`src/rtl/full_subtractor_fs_cell.sv`:
```
// One-bit full subtractor cell: difference and borrow-out from a, b and borrow-in.
module fs_cell (
  input  logic a,
  input  logic b,
  input  logic bin,
  output logic d,
  output logic bo
);

  logic w_axb;

  assign w_axb = a ^ b;
  assign d     = w_axb ^ bin;
  // Borrow when b exceeds a, or a equals b and a borrow is pending.
  assign bo    = (~a & b) | (~w_axb & bin);

endmodule

```
`src/rtl/full_subtractor.sv`:
```
// Full subtractor with optional bit-serial mode: borrow-in is the external bin or the
// internal borrow register, and difference/borrow are also provided registered.
module full_subtractor (
  input  logic clk,
  input  logic rst,
  input  logic a,
  input  logic b,
  input  logic bin,
  input  logic serial,
  input  logic start,
  output logic d,
  output logic bo,
  output logic d_q,
  output logic bo_q,
  output logic borrow_q
);

  logic w_eff_bin;
  logic w_d;
  logic w_bo;
  logic r_d_q;
  logic r_bo_q;
  logic r_borrow_q;

  // The chain is seeded from bin on the LSB (start) or whenever serial mode is off.
  assign w_eff_bin = (serial && !start) ? r_borrow_q : bin;

  fs_cell u_cell (
    .a   (a),
    .b   (b),
    .bin (w_eff_bin),
    .d   (w_d),
    .bo  (w_bo)
  );

  always_ff @(posedge clk) begin
    if (rst) begin
      r_d_q      <= 1'b0;
      r_bo_q     <= 1'b0;
      r_borrow_q <= 1'b0;
    end else begin
      r_d_q      <= w_d;
      r_bo_q     <= w_bo;
      r_borrow_q <= w_bo;
    end
  end

  assign d        = w_d;
  assign bo       = w_bo;
  assign d_q      = r_d_q;
  assign bo_q     = r_bo_q;
  assign borrow_q = r_borrow_q;

endmodule

```
`config.mk`:
```
export PLATFORM = sky130hd
export DESIGN_NAME = full_subtractor
export DESIGN_NICKNAME = d
export VERILOG_FILES = /design/src/rtl/full_subtractor_fs_cell.sv /design/src/rtl/full_subtractor.sv
export SDC_FILE = /design/constraint.sdc
export NUM_CORES = 1
export LEC_CHECK = 0
export ABC_AREA = 1
export CAP_MARGIN = 20
export CELL_PAD_IN_SITES_DETAIL_PLACEMENT = 1
export CELL_PAD_IN_SITES_GLOBAL_PLACEMENT = 1
export CORE_AREA = 2 2 39 41
export CTS_CLUSTER_DIAMETER = 150
export CTS_CLUSTER_SIZE = 16
export DETAILED_ROUTE_END_ITERATION = 7
export DIE_AREA = 0 0 41 43
export PLACE_DENSITY_LB_ADDON = 0.12
export SYNTH_ARGS = -nofsm -noshare
export SYNTH_HDL_FRONTEND = slang
export SYNTH_SLANG_ARGS = --single-unit
```
`constraint.sdc`:
```
create_clock -name clk -period 2.5 [get_ports clk]
set_input_delay 0.375 -clock clk [delete_from_list [all_inputs] [get_ports clk]]
set_output_delay 0.375 -clock clk [all_outputs]
set_load 0.005 [all_outputs]
```
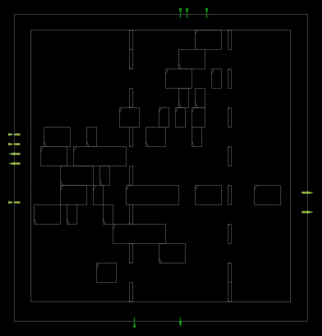
(cell placement)
register share of the cell area: 15.3%
Fillers: 170

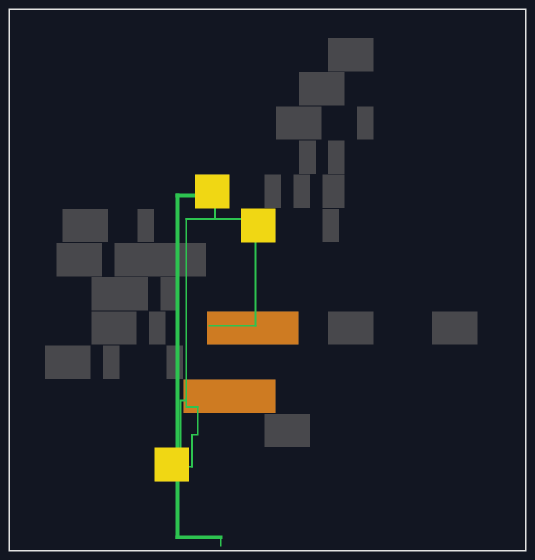
(routed clock nets over the placement)
[clock wires] green | length: 81.1 um
[flip-flops] orange | count: 2
[cells driving clock nets] yellow | count: 3
routed clock nets: 4
Worst Skew: 0.776 ps
total clock network power: 0.0000705 W
clock insertion delay at the later pin of the skew report: 220 ps
part of the total power dissipated in the clock network: 48.3%

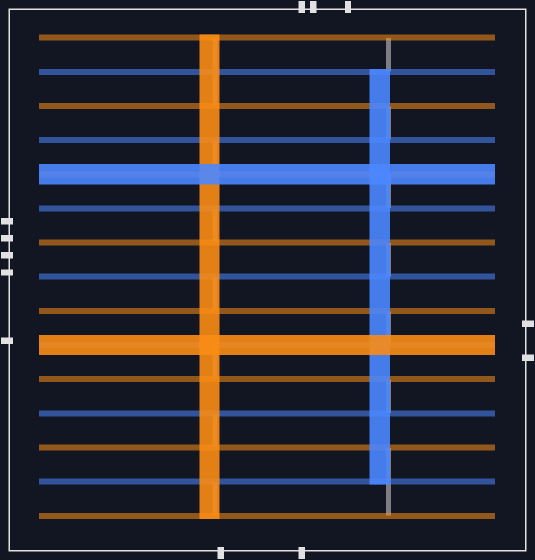
(supply network)
Pins as bars on the die edge. Tap cells in grey.
| net | colour |
|---|---|
| VDD | blue |
| VSS | orange |
met5 straps: 2
met4 straps: 2
signal pins: 12
Placeable Area: 1380 um2
maximum resistive drop on vdd: 0.000152 V
Die Height: 43 um
die x size: 41 um

==> run summary <==
Physical implementation

The async set-reset flop share out of synthesis is 0%. The critical path class is input port to output port. For this sky-water flow run, the detailed-routed wirelength per cell is reported as 6.76 um. The synth_stat.txt file lists the number of cells as 16. The synthesis warning total is 0. The final critical delay including setup and external delays is 2330 ps.

The first-pass GRT wire length is 503 um. The number of antenna cells inserted is 0. The worst flop-to-flop path startpoint is borrow_q. The number of nets with antenna violations after detailed routing is 0. The launch point of the worst hold path is rst. Grouping stages by cell kind, the critical path spends the most delay in buffers and inverters. Setup repair after global routing left no endpoint under its margin. The cell-internal power is 0.000115 W. Per the finish-stage timing summary, setup violations number 0. The post-route netlist has 10.3% of its cells at a drive strength greater than 1. The number of nets in the layout is 39. The data required time at the worst endpoint is 2120 ps. In this run, the number of DRC markers left after iteration 0 of detailed routing was 1.

The number of clock buffers added by TritonCTS is 3. Sequential cells were found to cover 35.2% of the synthesized design area. The run finished with clean final reports.

The global-route met1 utilization is 4.79%. The total overflow left after global routing is 0. The post-synth register bit count is 2. The number of buffers inserted by post-CTS setup repair is 0. The synthesis stats list as the most numerous cell sky130_fd_sc_hd__inv_1.

The run reported a max-capacitance violation count of 0. The combinational power share is 26.6%. Synthesis produced 16 cells.

The final count of pins violating max slew is 0. Timing would allow up to 429 MHz. The report lists the number of cells resized after CTS as 0. The net switching power is 0.0000313 W. In this run the count of I/O pins placed on the die edge is 12. The met3 global-route usage is 4.71%. The critical path starts at serial. The master cell of the clock root buffer is sky130_fd_sc_hd__clkbuf_4. Power spread over the standard cell area amounts to 559 nW/um2.

Summed over its instances, the top area cell type makes up 35.2% of the synthesized netlist area. Summing all flip-flop and latch instances after layout gives 40.0 um2. In this run the worst hold path is classified as input port to flip-flop. The endpoint type of the worst setup path is an output port.
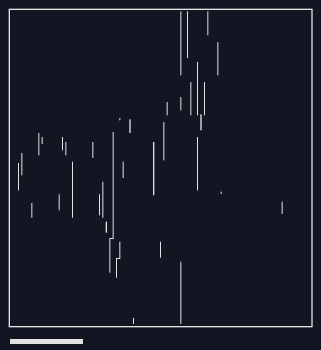
(the metal 2 layer)
The bar under the picture is 10 um long.
share of all routed wire: 46%
longest straight run: 14.5 um
nets with wire on the layer: 34
met2 demand-to-capacity share in global routing: 4.38%
detailed-route via count: 140
total routed wirelength: 304 um

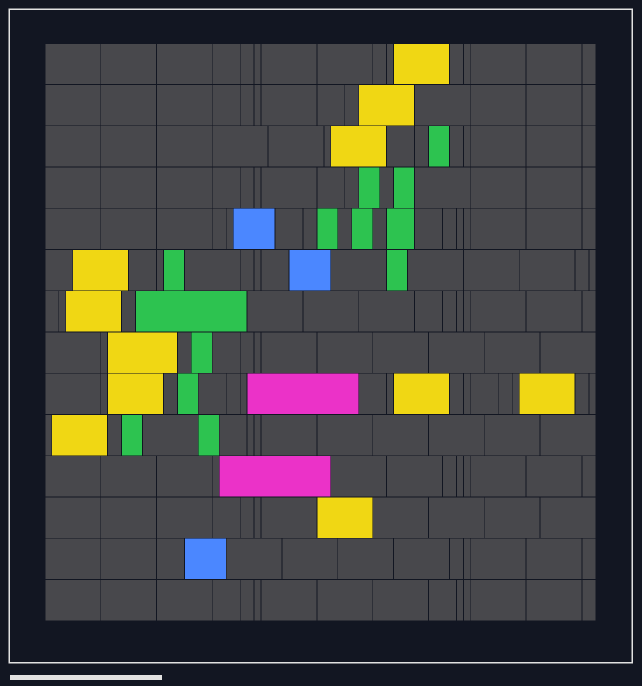
(cells coloured by class)
The bar under the picture is 10 um long. Fill, decap, tap and diode cells in grey.
| class | colour | cells |
|---|---|---|
| cells driving clock nets | blue | 3 |
| flip-flops | magenta | 2 |
| other buffers and delay cells | yellow | 11 |
| all other logic | green | 13 |
final core utilization: 18.9%
finished layout cell area: 262 um2
standard-cell rows: 14

[area by class of cell]
class / instances / area share [%]
timing repair buffer: 11 / 43.1
clock buffer: 3 / 8.61
inverter: 6 / 8.61
multi-input combinational: 7 / 16.7
sequential: 2 / 15.3
tap: 16 / 7.66
[stage by stage]
step | hold slack (ps) | worst slack [ps] | util (%) | total power, W | std cells
2_1_floorplan | 447 | 1060 | - | 0.0000505 | 16
3_3_place_gp | 811 | 83.7 | 17.1 | 0.0000783 | 42
3_5_place_dp | 808 | 86.6 | 17.1 | 0.0000784 | 42
4_1_cts | 709 | 78.3 | 18.7 | 0.000154 | 45
5_1_grt | 733 | 52.5 | 18.9 | 0.000163 | 45
6_report | 709 | 171 | 18.9 | 0.000146 | 45
[power by group through the flow]
stage          Sequential (W)  Clock [W]  Combinational [W]
3_3_place_gp        0.0000372          0          0.0000411
6_report            0.0000367  0.0000705          0.0000389
2_1_floorplan       0.0000376          0          0.0000130
5_1_grt             0.0000372  0.0000805          0.0000448
4_1_cts             0.0000368  0.0000760          0.0000416
3_5_place_dp        0.0000373          0          0.0000412
[worst register-to-register path, delay by kind of cell, from the launching register on]
family / cells / cell delay, ps
adders and majority gates: 1 / 500
and+or+nand+nor: 3 / 210
buffers and inverters: 2 / 90
DFF: 1 / 340
[path summary, 6_finish.rpt]
path / slack [ps] / depth (start not counted) / to
max: 170 / 7 / bo
min: 710 / 2 / d_q
max reg2reg: 1310 / 6 / d_q
min reg2reg: 780 / 5 / borrow_q
[cells by family (layout without fill, tap and decap cells)]
group                      after synthesis  in the layout  synth area share, %
and+or+nand+nor                          6              6                 20.9
buffers and inverters                    7             20                 26.4
DFF                                      2              2                 35.2
adders and majority gates                1              1                 17.6
[routing by layer]
metal	share of wire, %	vias up
li1	-	68
met1	34	61
met2	46	9
met3	11	2
met4	8.9	0
met5	0	-
[state kept, by name, indices dropped and copies added (netlist names)]
name / cells
borrow_q: 1
d_q: 1
[cells in the final DEF (no fill, tap or decap), drive strengths merged]
| cell | Yosys | routed |
|---|---|---|
| clkdlybuf4s50 | 0 | 10 |
| inv | 6 | 6 |
| nand2 | 3 | 3 |
| clkbuf | 0 | 3 |
| nor2 | 2 | 2 |
| dfxtp | 2 | 2 |
| nand3 | 1 | 1 |
| fa | 1 | 1 |
| dlymetal6s2s | 0 | 1 |
Power is estimated from default activity; no workload was simulated.
